**Signal wires on met1**

Bar = 50 um. Supply wires on this layer in gray.
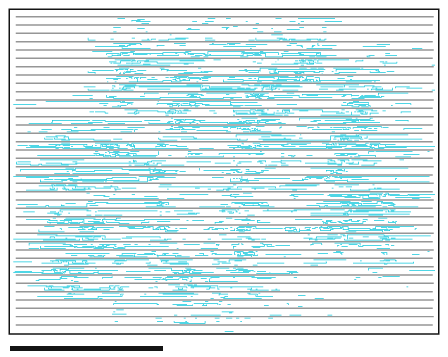
**Metal 2**

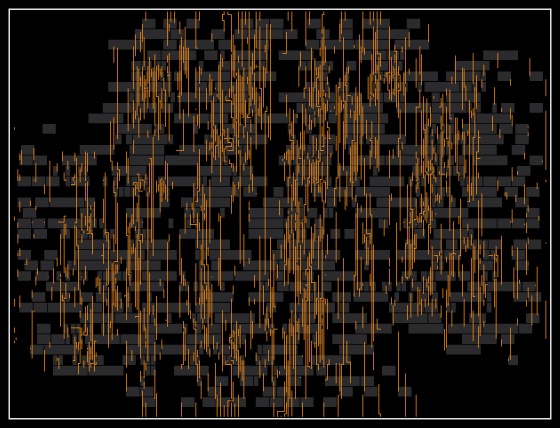
**Metal 3**

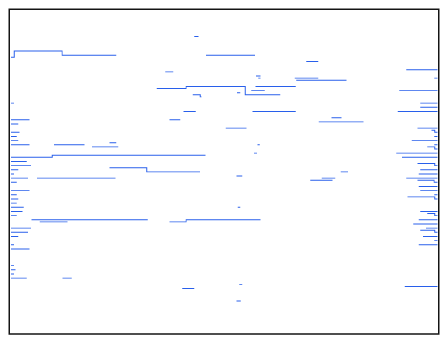
**M4 wires**

Supply wires on this layer in gray.
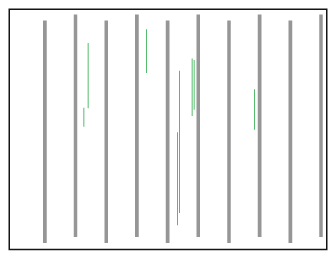
**Routing congestion map**

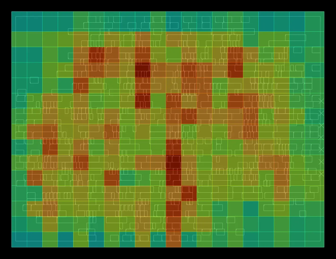
File: src/rtl/store_narrow_unit.sv
// Store-path narrowing unit: writes the 1/2/4 low bytes of a register one byte per ack.
// Optional STORE_ALIGN_CHECK_EN rejects misaligned halfword/word stores.
module store_narrow_unit #(
    parameter int ADDR_W     = 32,
    parameter bit LITTLE_END = 1'b1
) (
    input  logic              clk,
    input  logic              rst_n,
    input  logic              req_valid,
    output logic              req_ready,
    input  logic [ADDR_W-1:0] req_addr,
    input  logic [31:0]       req_data,
    input  logic [1:0]        req_size,
    output logic              mem_we,
    output logic [ADDR_W-1:0] mem_addr,
    output logic [7:0]        mem_wdata,
    input  logic              mem_ack,
    output logic              done,
    output logic              err
);

    typedef enum logic [1:0] {IDLE, WRITE, DONE, ERR} state_t;

    state_t            state_q, state_d;
    logic [1:0]        idx_q, idx_d;
    logic [1:0]        last_q, last_d;
    logic [ADDR_W-1:0] base_q, base_d;
    logic [31:0]       data_q, data_d;
    logic [1:0]        req_last;
    logic              illegal;

    logic              we_d, ready_d, done_d, err_d;
    logic [ADDR_W-1:0] addr_d;
    logic [7:0]        wdata_d;
    logic [1:0]        sel;

    always_comb begin
        req_last = 2'd3;
        unique case (req_size)
            2'b00:   req_last = 2'd0;
            2'b01:   req_last = 2'd1;
            default: req_last = 2'd3;
        endcase
    end

    always_comb begin
        illegal = (req_size == 2'b11);
`ifdef STORE_ALIGN_CHECK_EN
        if (req_size == 2'b01 && req_addr[0])
            illegal = 1'b1;
        if (req_size == 2'b10 && req_addr[1:0] != 2'b00)
            illegal = 1'b1;
`endif
    end

    // State register
    always_ff @(posedge clk or negedge rst_n) begin
        if (!rst_n) begin
            state_q <= IDLE;
            idx_q   <= 2'd0;
            last_q  <= 2'd0;
            base_q  <= '0;
            data_q  <= '0;
        end else begin
            state_q <= state_d;
            idx_q   <= idx_d;
            last_q  <= last_d;
            base_q  <= base_d;
            data_q  <= data_d;
        end
    end

    // Next-state logic
    always_comb begin
        state_d = state_q;
        idx_d   = idx_q;
        last_d  = last_q;
        base_d  = base_q;
        data_d  = data_q;
        unique case (state_q)
            IDLE: begin
                if (req_valid) begin
                    base_d  = req_addr;
                    data_d  = req_data;
                    last_d  = req_last;
                    idx_d   = 2'd0;
                    state_d = illegal ? ERR : WRITE;
                end
            end
            WRITE: begin
                if (mem_ack) begin
                    if (idx_q == last_q) begin
                        state_d = DONE;
                        idx_d   = 2'd0;
                    end else begin
                        idx_d = idx_q + 2'd1;
                    end
                end
            end
            DONE, ERR: state_d = IDLE;
        endcase
    end

    // Outputs are decoded from the next state so they can be registered
    always_comb begin
        ready_d = (state_d == IDLE);
        we_d    = (state_d == WRITE);
        done_d  = (state_d == DONE);
        err_d   = (state_d == ERR);
        sel     = LITTLE_END ? idx_d : (last_d - idx_d);
        addr_d  = '0;
        wdata_d = 8'h00;
        if (we_d) begin
            addr_d = base_d + ADDR_W'(idx_d);
            unique case (sel)
                2'd0: wdata_d = data_d[7:0];
                2'd1: wdata_d = data_d[15:8];
                2'd2: wdata_d = data_d[23:16];
                2'd3: wdata_d = data_d[31:24];
            endcase
        end
    end

    always_ff @(posedge clk or negedge rst_n) begin
        if (!rst_n) begin
            req_ready <= 1'b1;
            mem_we    <= 1'b0;
            mem_addr  <= '0;
            mem_wdata <= 8'h00;
            done      <= 1'b0;
            err       <= 1'b0;
        end else begin
            req_ready <= ready_d;
            mem_we    <= we_d;
            mem_addr  <= addr_d;
            mem_wdata <= wdata_d;
            done      <= done_d;
            err       <= err_d;
        end
    end

endmodule

File: config.mk
export PLATFORM = sky130hd
export DESIGN_NAME = store_narrow_unit
export DESIGN_NICKNAME = d
export VERILOG_FILES = /design/src/rtl/store_narrow_unit.sv
export SDC_FILE = /design/constraint.sdc
export NUM_CORES = 1
export LEC_CHECK = 0
export CORE_ASPECT_RATIO = 0.75
export CORE_MARGIN = 1.5
export CORE_UTILIZATION = 37
export DETAILED_ROUTE_END_ITERATION = 6
export MAX_ROUTING_LAYER = met4
export SYNTH_ARGS = -nofsm -noshare
export SYNTH_HDL_FRONTEND = slang
export SYNTH_SLANG_ARGS = --single-unit
File: constraint.sdc
create_clock -name clk -period 3.1 [get_ports clk]
set_input_delay 0.465 -clock clk [delete_from_list [all_inputs] [get_ports clk]]
set_output_delay 0.465 -clock clk [all_outputs]
set_load 0.01 [all_outputs]
==> impl_metrics.ini <==
; physical design summary
[status]
outcome = finished with violations
violations = DRC

[synth]
ys_sh_simple = 0.281
top_cells_by_count = nand2_1 (194), dfrtp_1 (113), nor2_1 (37)
top_logic_kind = simple AND/OR/NAND/NOR gates
yosysWarnings = 0
ys_sh_adder = 0.00868
top_cells_by_area = dfrtp_1 (55%), nand2_1 (14%), nand3_1 (3.0%)
xor_share = 0.0388
yosysMostFrequentCell = nand2_1
synthArstFlopShare = 1.00
yosysUniqueCellTypes = 51
synth_top_area_share = 0.545
mux_share = 0.0333

[clock_tree]
h-tree-depth = 4
holdBufCountCts = 0
cts_tree = built

[setup_path]
crit_chain = clkdlybuf4s50_1 > nor3b_2 > mux2i_1 > inv_1 > ha_1 > a21oi_1 > or3_1 > o22ai_1 > xnor2_1 > nor2_1
critPathKind = primary input to flip-flop
path_max_fanout = 5
worstPathRequired_ns = 3.38
max_stage_delay_ns = 0.55
worst_setup_path_start_kind = primary input
arrival_ns = 2.96
worstRegToRegCells = 9

[layout]
antenna_cells = 0
final.fill_count = 1231
logic_area_mm2 = 0.00218
flop_area_mm2 = 0.00285

[die]
coreArea_mm2 = 0.0137
die_h_um = 106
num_rows = 37
die_width_um = 140
dieArea_mm2 = 0.0147

[detailed_routing]
initialDrtViolationCount = 265
drc = 7
via_per_inst = 5.01

[pwr]
peakVddDrop_mv = 0.532
p_total_mw = 7.12
power_density_mw_per_mm2 = 992

[sta]
fin_hold_ws_ns = 0.161
period_needed_ns = 2.68
hold_violations = 0
layout_setup_ws_ns = 0.422
setup_tns_ns = 0

[global_route]
grt_pass1_wl_mm = 22.3

[place]
gp_congestion = 0.871
## Picture notes: 'signal wires on met1'
main direction: horizontal
wire length on this layer: 6290 um
share of all routed wire: 47%
routed via count: 4402
final wirelength: 13.3 mm
M1 GR Usage: 0.270

## Picture notes: 'metal 2'
share of all routed wire: 46%
wire length on this layer: 6090 um
longest straight run: 43.5 um
nets with wire on the layer: 624
met2 usage in global routing: 0.290

## Picture notes: 'metal 3'
main direction: horizontal
share of all routed wire: 5.4%
wire length on this layer: 724 um
longest straight run: 49.9 um
nets with wire on the layer: 85

## Picture notes: 'M4 wires'
share of all routed wire: 1.7%
nets with wire on the layer: 7
wire length on this layer: 224 um

## Picture notes: 'routing congestion map'
WL/cell: 15.2 um
All-Layer GR Usage: 0.200
gr busiest metal: met2
core occupancy in the finished layout: 0.524

## cell type report
type,instances,area share
clock inverter,9,0.0145
clock buffer,23,0.0680
sequential,114,0.398
timing repair buffer,132,0.179
inverter,13,0.00680
multi-input combinational,413,0.304
tap,175,0.0305
## layer usage
layer,track usage,up-vias,wire (um),share of wire
li1,-,2148,-,-
met1,0.270,2107,6290,0.47
met2,0.290,130,6090,0.46
met3,0.0541,17,723,0.054
met4,0.0774,0,223,0.017
met5,-,-,0,0
## metrics by stage
stage | cells | cell area [um^2] | util
after detailed placement | 847 | 6590 | 0.481
after global placement | 847 | 6590 | 0.481
after CTS | 879 | 7180 | 0.524
after floorplan | 567 | 5190 | -
after global routing | 879 | 7180 | 0.524
final | 879 | 7180 | 0.524
## power breakdown
| part | switching [mW] | internal (mW) | total, mW |
|---|---|---|---|
| Combinational | 1.60 | 1.18 | 2.78 |
| Clock | 0.665 | 1.26 | 1.93 |
| Sequential | 0.279 | 2.13 | 2.41 |
| Total | 2.54 | 4.57 | 7.12 |
## sequential cells by signal, indices dropped and copies added (netlist names)
name       flops
base_q        32
done           1
mem_addr      32
mem_we         1
mem_wdata      8
req_ready      1
idx_q          2
err            1
state_q        2
data_q        32
last_q         2
## layout by cell type, fill, tap and decap left out, types with 3 or more instances in the layout
cell type | Yosys | final
nand2_1 | 194 | 194
dfrtp_1 | 113 | 113
clkdlybuf4s50_1 | 0 | 112
nor2_1 | 37 | 37
nand3_1 | 31 | 31
buf_4 | 1 | 19
clkbuf_16 | 0 | 17
mux2i_1 | 15 | 15
nor3_1 | 15 | 15
xnor2_1 | 14 | 14
nand4_1 | 14 | 14
inv_1 | 12 | 12
a21oi_1 | 11 | 11
xor2_1 | 9 | 9
o21ai_0 | 7 | 7
and2_1 | 6 | 6
and3_1 | 6 | 6
o22ai_1 | 5 | 5
and4_1 | 5 | 5
clkbuf_8 | 0 | 4
clkinv_2 | 0 | 4
a21o_1 | 3 | 3
or3_1 | 3 | 3
a211oi_1 | 3 | 3
a2111oi_0 | 3 | 3
## cell families (layout without fill, tap and decap cells)
family / count (synthesis) / after routing
xor+xnor: 23 / 23
compound gates: 43 / 43
simple gates: 327 / 327
flops: 114 / 114
mux: 17 / 17
fa+ha+maj: 3 / 3
buf+inv: 40 / 177
## final timing paths
kind / slack [ns] / start / to
setup / recovery: 0.42 / req_valid / mem_addr[17]$_DFF_PN0_
hold / removal: 0.16 / rst_n / mem_addr[27]$_DFF_PN0_
setup reg to reg: 0.56 / state_q[0]$_DFF_PN0_ / mem_addr[17]$_DFF_PN0_
hold reg to reg: 0.47 / data_q[18]$_DFF_PN0_ / data_q[18]$_DFF_PN0_
max in group asynchronous: 2.14 / rst_n / data_q[7]$_DFF_PN0_
min in group clk: 0.47 / data_q[18]$_DFF_PN0_ / data_q[18]$_DFF_PN0_
Power is estimated from default activity; no workload was simulated.
